Fig. 1: run 1, metal 1
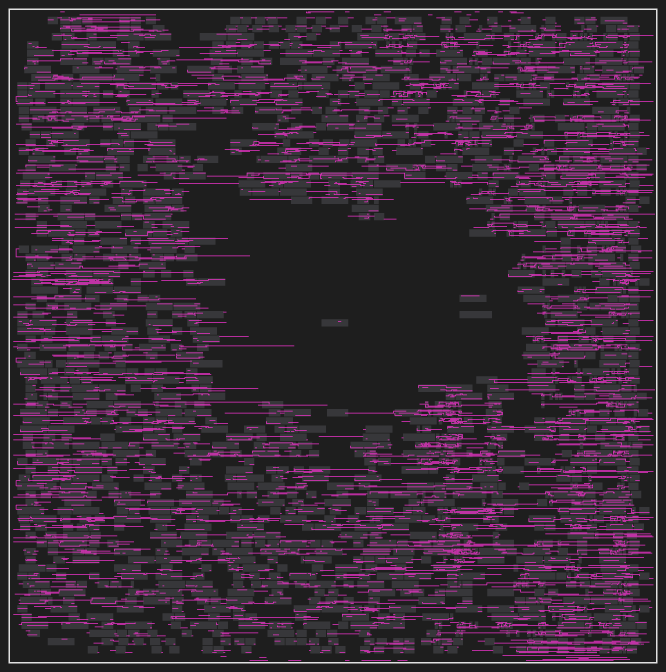
Fig. 2: run 1, the metal 2 layer
Bar = 50 µm.
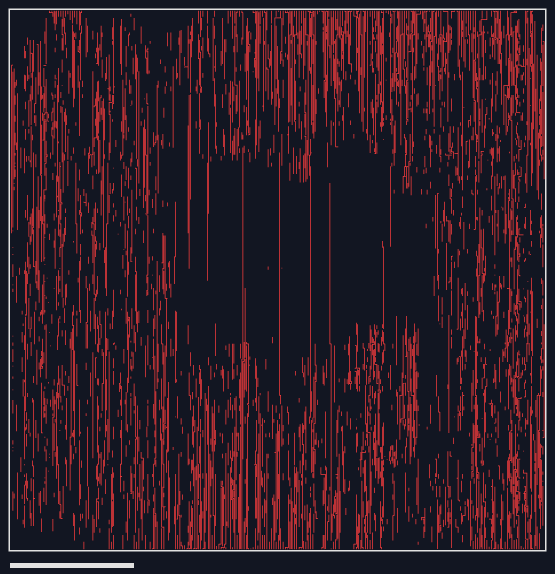
Fig. 3: run 1, the metal 3 layer
Bar = 50 µm.
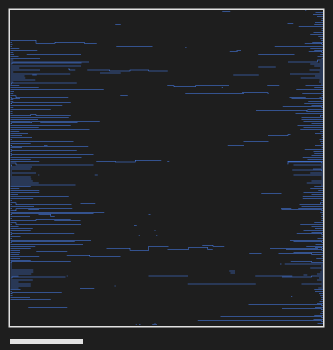
File: config.mk
export PLATFORM = sky130hd
export DESIGN_NAME = speck_dec_frontend
export DESIGN_NICKNAME = d
export VERILOG_FILES = /design/src/rtl/speck_dec_frontend.sv
export SDC_FILE = /design/constraint.sdc
export NUM_CORES = 1
export LEC_CHECK = 0
export ABC_CLOCK_PERIOD_IN_PS = 2300
export CORE_AREA = 2 2 213 215
export DETAILED_ROUTE_END_ITERATION = 8
export DIE_AREA = 0 0 215 217
export SLEW_MARGIN = 10
export SYNTH_ARGS = -nofsm -noshare
export SYNTH_HDL_FRONTEND = slang
export SYNTH_SLANG_ARGS = --single-unit
export TNS_END_PERCENT = 10
File: constraint.sdc
create_clock -name clk -period 2.3 [get_ports clk]
set_input_delay 0.46 -clock clk [delete_from_list [all_inputs] [get_ports clk]]
set_output_delay 0.46 -clock clk [all_outputs]
set_load 0.01 [all_outputs]
File: src/rtl/speck_dec_frontend.sv
// speck_dec_frontend: assembles key/ciphertext from a word stream, launches the SPECK decrypt core, captures its plaintext
module speck_dec_frontend #(
  parameter int KEY_SIZE       = 128,
  parameter int WORD_WIDTH     = 16,
  parameter int TIMEOUT_CYCLES = 4096
) (
  input  logic                  clk,
  input  logic                  rst_n,
  input  logic                  in_valid,
  output logic                  in_ready,
  input  logic                  in_sel,
  input  logic [WORD_WIDTH-1:0] in_data,
  input  logic                  err_clr,
  output logic                  dec_start,
  output logic [KEY_SIZE-1:0]   dec_key,
  output logic [KEY_SIZE-1:0]   dec_ciphertext,
  input  logic                  dec_ready,
  input  logic [KEY_SIZE-1:0]   dec_plaintext,
  output logic                  out_valid,
  input  logic                  out_ready,
  output logic [KEY_SIZE-1:0]   out_data,
  output logic                  busy,
  output logic                  key_valid,
  output logic                  err_overflow,
  output logic                  err_timeout
);
  localparam int NW = KEY_SIZE / WORD_WIDTH;
  localparam int CW = $clog2(NW);
  localparam int TW = $clog2(TIMEOUT_CYCLES);

  typedef enum logic [1:0] {COLLECT, LAUNCH, WAIT_DONE, OUT} state_t;

  state_t              state_q, state_d;
  logic [KEY_SIZE-1:0] key_q, key_d, ct_q, ct_d, out_q, out_d;
  logic [CW-1:0]       key_cnt_q, key_cnt_d, ct_cnt_q, ct_cnt_d;
  logic [TW-1:0]       tmo_q, tmo_d;
  logic                key_valid_q, key_valid_d, ct_full_q, ct_full_d;
  logic                ovf_q, ovf_d, tmo_err_q, tmo_err_d;
  logic                in_ready_q, in_ready_d, start_q, start_d;
  logic                out_valid_q, out_valid_d, busy_q, busy_d;
  logic                accept, ovf_set, tmo_set;

  assign accept = (state_q == COLLECT) && in_valid && in_ready_q;

  // next-state, datapath and registered-output decode
  always_comb begin
    state_d     = state_q;
    key_d       = key_q;
    ct_d        = ct_q;
    out_d       = out_q;
    key_cnt_d   = key_cnt_q;
    ct_cnt_d    = ct_cnt_q;
    tmo_d       = tmo_q;
    key_valid_d = key_valid_q;
    ct_full_d   = ct_full_q;
    ovf_set     = 1'b0;
    tmo_set     = 1'b0;
    if (accept && in_sel) begin
      key_d       = {key_q[KEY_SIZE-WORD_WIDTH-1:0], in_data};
      key_cnt_d   = key_cnt_q + CW'(1);
      key_valid_d = (key_cnt_q == CW'(NW-1)) ? 1'b1 : (key_cnt_q == '0) ? 1'b0 : key_valid_q;
    end
    if (accept && !in_sel && ct_full_q)
      ovf_set = 1'b1;
    if (accept && !in_sel && !ct_full_q) begin
      ct_d      = {ct_q[KEY_SIZE-WORD_WIDTH-1:0], in_data};
      ct_cnt_d  = ct_cnt_q + CW'(1);
      ct_full_d = (ct_cnt_q == CW'(NW-1));
    end
    if (state_q == COLLECT && ct_full_d && key_valid_d)
      state_d = LAUNCH;
    if (state_q == LAUNCH)
      state_d = WAIT_DONE;
    if (state_q == WAIT_DONE) begin
      if (dec_ready) begin
        out_d     = dec_plaintext;
        ct_full_d = 1'b0;
        tmo_d     = '0;
        state_d   = OUT;
      end else if (tmo_q == TW'(TIMEOUT_CYCLES-1)) begin
        tmo_set   = 1'b1;
        ct_full_d = 1'b0;
        tmo_d     = '0;
        state_d   = COLLECT;
      end else
        tmo_d = tmo_q + TW'(1);
    end
    if (state_q == OUT && out_ready)
      state_d = COLLECT;
    ovf_d       = (ovf_q & ~err_clr) | ovf_set;
    tmo_err_d   = (tmo_err_q & ~err_clr) | tmo_set;
    in_ready_d  = (state_d == COLLECT);
    start_d     = (state_d == LAUNCH);
    out_valid_d = (state_d == OUT);
    busy_d      = (state_d != COLLECT);
  end

  // all state and registered outputs, cleared asynchronously
  always_ff @(posedge clk or negedge rst_n) begin
    if (!rst_n) begin
      state_q     <= COLLECT;
      key_q       <= '0;
      ct_q        <= '0;
      out_q       <= '0;
      key_cnt_q   <= '0;
      ct_cnt_q    <= '0;
      tmo_q       <= '0;
      key_valid_q <= 1'b0;
      ct_full_q   <= 1'b0;
      ovf_q       <= 1'b0;
      tmo_err_q   <= 1'b0;
      in_ready_q  <= 1'b0;
      start_q     <= 1'b0;
      out_valid_q <= 1'b0;
      busy_q      <= 1'b0;
    end else begin
      state_q     <= state_d;
      key_q       <= key_d;
      ct_q        <= ct_d;
      out_q       <= out_d;
      key_cnt_q   <= key_cnt_d;
      ct_cnt_q    <= ct_cnt_d;
      tmo_q       <= tmo_d;
      key_valid_q <= key_valid_d;
      ct_full_q   <= ct_full_d;
      ovf_q       <= ovf_d;
      tmo_err_q   <= tmo_err_d;
      in_ready_q  <= in_ready_d;
      start_q     <= start_d;
      out_valid_q <= out_valid_d;
      busy_q      <= busy_d;
    end
  end

  assign in_ready       = in_ready_q;
  assign dec_start      = start_q;
  assign dec_key        = key_q;
  assign dec_ciphertext = ct_q;
  assign out_valid      = out_valid_q;
  assign out_data       = out_q;
  assign busy           = busy_q;
  assign key_valid      = key_valid_q;
  assign err_overflow   = ovf_q;
  assign err_timeout    = tmo_err_q;
endmodule

==> flow_summary.ini, run 1 <==
; physical design summary
[detailed_routing]
drt_first_pass_iters = 4
wl_mm = 45.2
drt_first_iter_violations = 535
ant_nets = 0
wl_per_cell_um = 18.8

[clock_network]
cts_tree = done
clk_path_buf_depth = 3
postCtsHoldBufs = 1
numCtsBuffers = 47
ctsResizeCount = 0
cts-root-buf = clkbuf_16

[final_timing]
skew_ns = 0.0161
tightest_slew_ns = 0.564
period_needed_ns = 2.15
setup_ws_ns = 0.152
slew_viol_final = 0
finalHoldViolCount = 0
fin_hold_ws_ns = 0.423
fmax_ghz = 0.466
setup_viol = 0

[placed_design]
placed_cells = 2323
dpl_cell_area_um2 = 22000
pre_cts_ws_ns = -0.0000988
gp_congestion = 0.827
hpwl_mm = 33.3
port_buffers = 541

[floorplan]
die_h_um = 217
core-area_um2 = 44700
placementRows = 78
fp_util_pct = 34.8
io_pins = 542

[synth]
synth_area_um2 = 15500
yosysCellCount = 1204
synthDistinctLibCells = 38
logic_family = multiplexers
synth.mux.area_fraction_pct = 19.0
synth-edff-count = 0
synth-async-reset-ratio_pct = 100
syn_inst = 1204
synth_seq_share_pct = 66.3
synth.cellmix.simpleShare_pct = 11.0
syn_nets = 1361
yosys_warnings = 0
synthAoiAreaFrac_pct = 0.789

[finish]
area_delta_synth_final_pct = 52.0
drive_gt1_share_pct = 21.2
fin_nets = 1930
fin_cells = 2411

[outcome]
status = complete, no violations

[global_route]
overflow = 0
grt_pass1_vias = 11600
grt.total_usage_pct = 19.3

[critical_path]
worstSetupPathType = flip-flop to output port
critical-path-top-delay-family = buffers and inverters
required_ns = 1.84
path_cells = clkdlybuf4s50_1
critical_path_buf_inv_count = 1
critPathArrivalTime_ns = 1.69

[pwr]
switching_share_pct = 29.9
power_mw = 26.3
p_int_mw = 18.4
p_clk_share_pct = 29.9
p_leak_nw = 11.3

[flow_run]
warning_count = 27

[hold_path]
hold_class = input port to flip-flop
## Picture notes: Fig. 1
nets with wire on the layer: 1725
wire length on this layer: 17200 µm

## Picture notes: Fig. 2
main direction: vertical
longest straight run: 101 µm
nets with wire on the layer: 1720
wire length on this layer: 21.9 mm
share of all routed wire: 49%

## Picture notes: Fig. 3
share of all routed wire: 11%
main direction: horizontal

==> run 1: power groups by stage <==
stage          Clock [mW]  Sequential (mW)  Combinational, mW
6_report             7.85             10.3               8.11
5_1_grt              8.39             10.6               8.79
4_1_cts              8.08             10.4               8.25
3_5_place_dp            0             10.5               8.20
3_3_place_gp            0             10.4               8.14
2_1_floorplan           0             11.0               2.34
==> run 1: path summary, 6_finish.rpt <==
kind	from	endpoint	slack (ns)	cells after the start
max in group asynchronous	rst_n	dec_key[37]$_DFFE_PN0N_	1.12	3
setup reg to reg	tmo_q[0]$_DFFE_PN0N_	tmo_q[5]$_DFFE_PN0N_	0.32	5
hold / removal	dec_plaintext[19]	out_data[19]$_DFFE_PN0P_	0.42	3
min in group asynchronous	rst_n	dec_ciphertext[36]$_DFFE_PN0N_	0.46	2
hold reg to reg	out_data[64]$_DFFE_PN0P_	out_data[64]$_DFFE_PN0P_	0.47	2
setup / recovery	dec_ciphertext[13]$_DFFE_PN0N_	dec_ciphertext[13]	0.15	1
==> run 1: cells in the final DEF (no fill, tap or decap), types with 5 or more instances in the layout <==
master / instances
clkbuf_1: 10
clkinv_2: 8
mux2_2: 262
dfrtp_1: 412
clkbuf_8: 12
bufinv_16: 6
nand2_1: 393
nor2_1: 12
o21ai_0: 6
nand3_1: 5
clkbuf_16: 49
ha_1: 6
buf_4: 16
clkdlybuf4s50_1: 540
inv_1: 6
xnor2_1: 6
buf_12: 20
==> run 1: worst min-delay path, delay by kind of cell <==
family | cells | cell delay (ns)
and+or+nand+nor | 2 | 0.09
buffers and inverters | 1 | 0.39
==> run 1: per-layer routing <==
metal / wire [µm] / GRT usage [%]
met1: 17200 / 21.8
met2: 21900 / 32.4
met3: 5000 / 9.53
met4: 1020 / 5.45
met5: 24 / 0
==> run 1: Yosys cell counts (4+ instances only) <==
| cell | count | area, µm² |
|---|---|---|
| nor2_1 | 12 | 45.0 |
| dfrtp_1 | 412 | 10300 |
| mux2_2 | 262 | 2950 |
| o21ai_0 | 6 | 30.0 |
| buf_1 | 4 | 15.0 |
| buf_4 | 9 | 67.6 |
| buf_2 | 22 | 110 |
| xnor2_1 | 6 | 52.6 |
| inv_1 | 6 | 22.5 |
| nand3_1 | 5 | 25.0 |
| ha_1 | 6 | 75.1 |
| clkbuf_1 | 22 | 82.6 |
| nand2_1 | 394 | 1480 |
==> run 1: registers in the layout, summed over array words and instances, names as in the netlist <==
signal          count
busy                1
ct_cnt_q            3
ct_full_q           1
dec_ciphertext    128
dec_key           128
dec_start           1
err_overflow        1
err_timeout         1
in_ready            1
key_cnt_q           3
key_valid           1
out_data          128
out_valid           1
state_q             2
tmo_q              12
==> run 1: area by class of cell <==
type / instances / area (µm²) / area share (%)
Antenna cell: 2 / 5.00 / 0.0212
Clock buffer: 71 / 1430 / 6.05
Clock inverter: 14 / 220 / 0.932
Inverter: 6 / 22.5 / 0.0953
Multi-Input combinational cell: 728 / 4950 / 20.9
Sequential cell: 412 / 10300 / 43.6
Tap cell: 600 / 751 / 3.18
Timing Repair Buffer: 578 / 5950 / 25.2
Fig. 4: run 1, met4 routing
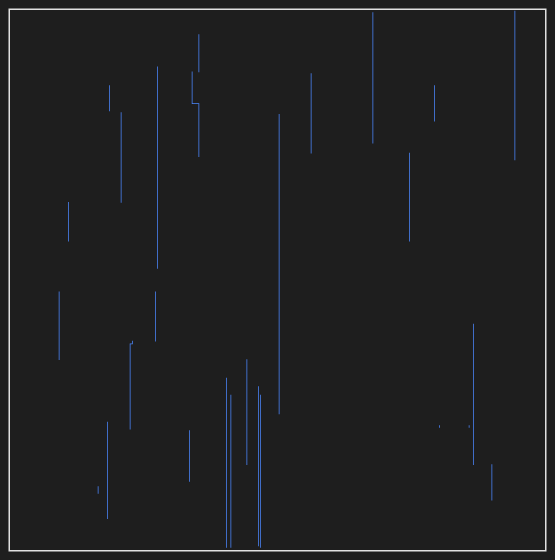

==> inputs of run 2 (changes only) <==
==> constraint.sdc (replaced) <==
create_clock -name clk -period 2.3 [get_ports clk]
set_input_delay 0.345 -clock clk [delete_from_list [all_inputs] [get_ports clk]]
set_output_delay 0.345 -clock clk [all_outputs]
set_load 0.01 [all_outputs]
Fig. 5: run 2, met4 routing
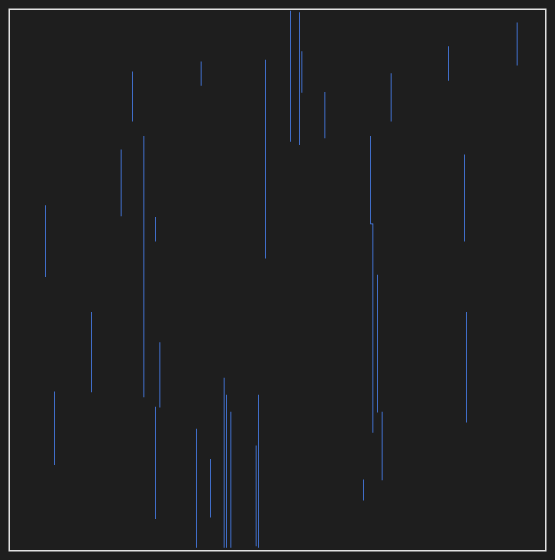
nets with wire on the layer: 15
main direction: vertical

==> flow_summary.ini, run 2 <==
; physical design summary
[outcome]
status = complete, no violations

[synth]
largest_area_cell = dfrtp_1
synthDistinctLibCells = 38
yosys.area.top_type_share_pct = 66.3
ys.flops = 412
yosys_warnings = 0
yosys_area_um2 = 15500
yosysMostFrequentCell = dfrtp_1
yosysCellCount = 1204
syn_nets = 1361
synth-async-reset-ratio_pct = 100
syn_inst = 1204
synth-edff-count = 0
synthTopCellsByArea = dfrtp_1 (66%), mux2_2 (19%), nand2_1 (9.5%)
syn_avg_cell_area_um2 = 12.9
synth_seq_share_pct = 66.3
synth_area_um2 = 15500
common_cells = dfrtp_1 (412), nand2_1 (394), mux2_2 (262), buf_2 (22), clkbuf_1 (22)
ys_dominant_reg_cell = dfrtp_1

[critical_path]
critPathArrivalTime_ns = 1.68
worstSetupPathType = flip-flop to output port
reg2reg_slack_ns = 0.37
required_ns = 1.96
critical_path_buf_inv_count = 1
slowest_stage = clkdlybuf4s50_1
path_cells = clkdlybuf4s50_1
startpoint_type = flip-flop
critPathMaxStageDelay_ns = 0.67
rr_worst_depth = 5
critical-path-top-delay-family = buffers and inverters
rr_startpoint = tmo_q[0]$_DFFE_PN0N_
r2r-end = tmo_q[4]$_DFFE_PN0N_
end_kind = output port
crit_fanout = 3

[clock_network]
numCtsBuffers = 45
cts_setup_buffers = 0
cts-root-buf = clkbuf_16
clk_latency_ns = 0.56
cts_sinks = 412
cts_tree = done
htree_levels = 2
clk_path_buf_depth = 3
cts.clk_slew.worst_paths_ns = 0.06

[pwr]
p_int_mw = 17.8
switching_share_pct = 30.4
p_clk_share_pct = 28.0
power_frac_seq_pct = 40.2
power.density_nw_per_um2 = 1090
p_leak_nw = 11.2
vdd_ir_drop_max_mv = 0.648
p_comb_share_pct = 31.8
power.switching_mw = 7.81

[placed_design]
hpwl_mm = 32.9
pre_cts_ws_ns = 0.134
gp_congestion = 0.835
port_buffers = 541
dpl_cell_area_um2 = 21900

[final_timing]
rsz0062_at_grt = false
tightest_slew_ns = 0.475
post-route-period-util_pct = 87.9
skew_ns = 0.0107
setup_ws_ns = 0.279
relSlewSlack_pct = 68.3
finalHoldViolCount = 0
setup_viol = 0
slew_viol_final = 0
fmax_ghz = 0.495
period_needed_ns = 2.02
fin_hold_ws_ns = 0.309
setup_tns_ns = 0

[finish]
lay_top_count = clkdlybuf4s50_1
fin_area_um2 = 23400
fin_nets = 1926
area_delta_synth_final_pct = 50.7
lay_top_cells = clkdlybuf4s50_1 (540), dfrtp_1 (412), nand2_1 (393)
drive_gt1_share_pct = 20.7

[floorplan]
die_area_um2 = 46700
core-area_um2 = 44700
io_pins = 542
fp.dieW_um = 215
placementRows = 78
die_h_um = 217
fp_util_pct = 34.8

[global_route]
antenna_found_initial = 2
grt_pass1_wl_mm = 69.0
grt_pass1_vias = 11300
grt.total_usage_pct = 19.1
overflow = 0
grt_max_degree = 89

[detailed_routing]
drc = 0
drt_first_pass_iters = 6
vias_per_cell = 4.61
ant_nets = 0
drt_first_iter_violations = 626
wl_per_cell_um = 18.7

[hold_path]
hold_class = input port to asynchronous set/reset pin

[flow_run]
warning_count = 27
maxCapViolations = 0
Fig. 6: run 2, the metal 2 layer
Bar = 50 µm.
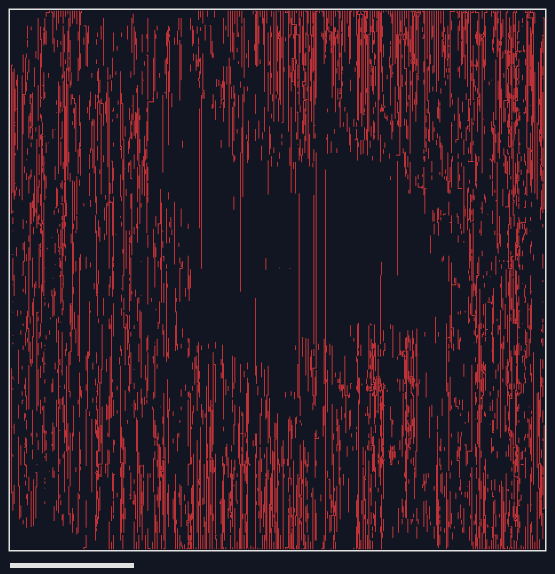
longest straight run: 149 µm
wire length on this layer: 21.4 mm
nets with wire on the layer: 1700
share of all routed wire: 48%
main direction: vertical
grt met2 use: 31.4%
vias: 11100
Detailed Route WL: 44.9 mm

## run 2: cell counts after synthesis
Identical to the previous run, type by type.
## run 2: logic make-up after synthesis
family                   after synthesis  synth area share [%]
AND/OR/NAND/NOR                      433                  11.0
flip-flops                           412                  66.3
multiplexers                         262                  19.0
buffers and inverters                 64                  1.99
AND-OR/OR-AND                         18                 0.789
XOR/XNOR                               9                 0.507
adder cells (fa/ha/maj)                6                 0.483
## run 2: through the flow
| stage | std cells | power (mW) | utilization (%) |
|---|---|---|---|
| floorplan | 1204 | 13.4 | - |
| global route | 2401 | 27.1 | 52.4 |
| finish | 2403 | 25.7 | 52.4 |
| detailed placement | 2321 | 18.7 | 49.1 |
| global placement | 2321 | 18.6 | 49.1 |
| CTS | 2401 | 26.1 | 52.4 |
## run 2: worst max path at each step
stage          depth (start not counted)                              end  slack (ns)                           start
3_5_place_dp                           6   dec_ciphertext[68]$_DFFE_PN0N_        0.13                        in_valid
6_report                               1               dec_ciphertext[12]        0.28  dec_ciphertext[12]$_DFFE_PN0N_
5_1_grt                                1               dec_ciphertext[13]        0.16  dec_ciphertext[13]$_DFFE_PN0N_
2_1_floorplan                          5  dec_ciphertext[100]$_DFFE_PN0N_        0.55            state_q[1]$_DFF_PN0_
3_3_place_gp                           6  dec_ciphertext[100]$_DFFE_PN0N_        0.12                        in_valid
4_1_cts                                1               dec_ciphertext[13]        0.17  dec_ciphertext[13]$_DFFE_PN0N_
## run 2: cell type report
type,count,area (µm²)
clock buffer,71,1390
antenna,2,5.00
timing repair buffer,576,5920
sequential,412,10300
multi-input combinational,728,4950
tap,600,751
clock inverter,8,93.8
fill,3951,21300
inverter,6,22.5
## run 2: power groups by stage
stage | registers, mW | clock network, mW | logic (mW)
2_1_floorplan | 11.0 | 0 | 2.34
6_report | 10.3 | 7.19 | 8.16
5_1_grt | 10.6 | 7.70 | 8.83
4_1_cts | 10.4 | 7.42 | 8.28
3_3_place_gp | 10.4 | 0 | 8.17
3_5_place_dp | 10.5 | 0 | 8.24
## run 2: layer usage
metal  vias up  share of wire (%)  track usage (%)
met1      5479                 38             22.0
met3        77                 11             8.74
met2       396                 48             31.4
met5         -                  0                0
met4         0                2.8             6.57
li1       5114                  -                -
## run 2: timing repair
action                    CTS  global route
hold endpoints to repair   43             0
gates resized               0             0
hold buffers                1             0
Power and IR drop assume default switching activity.
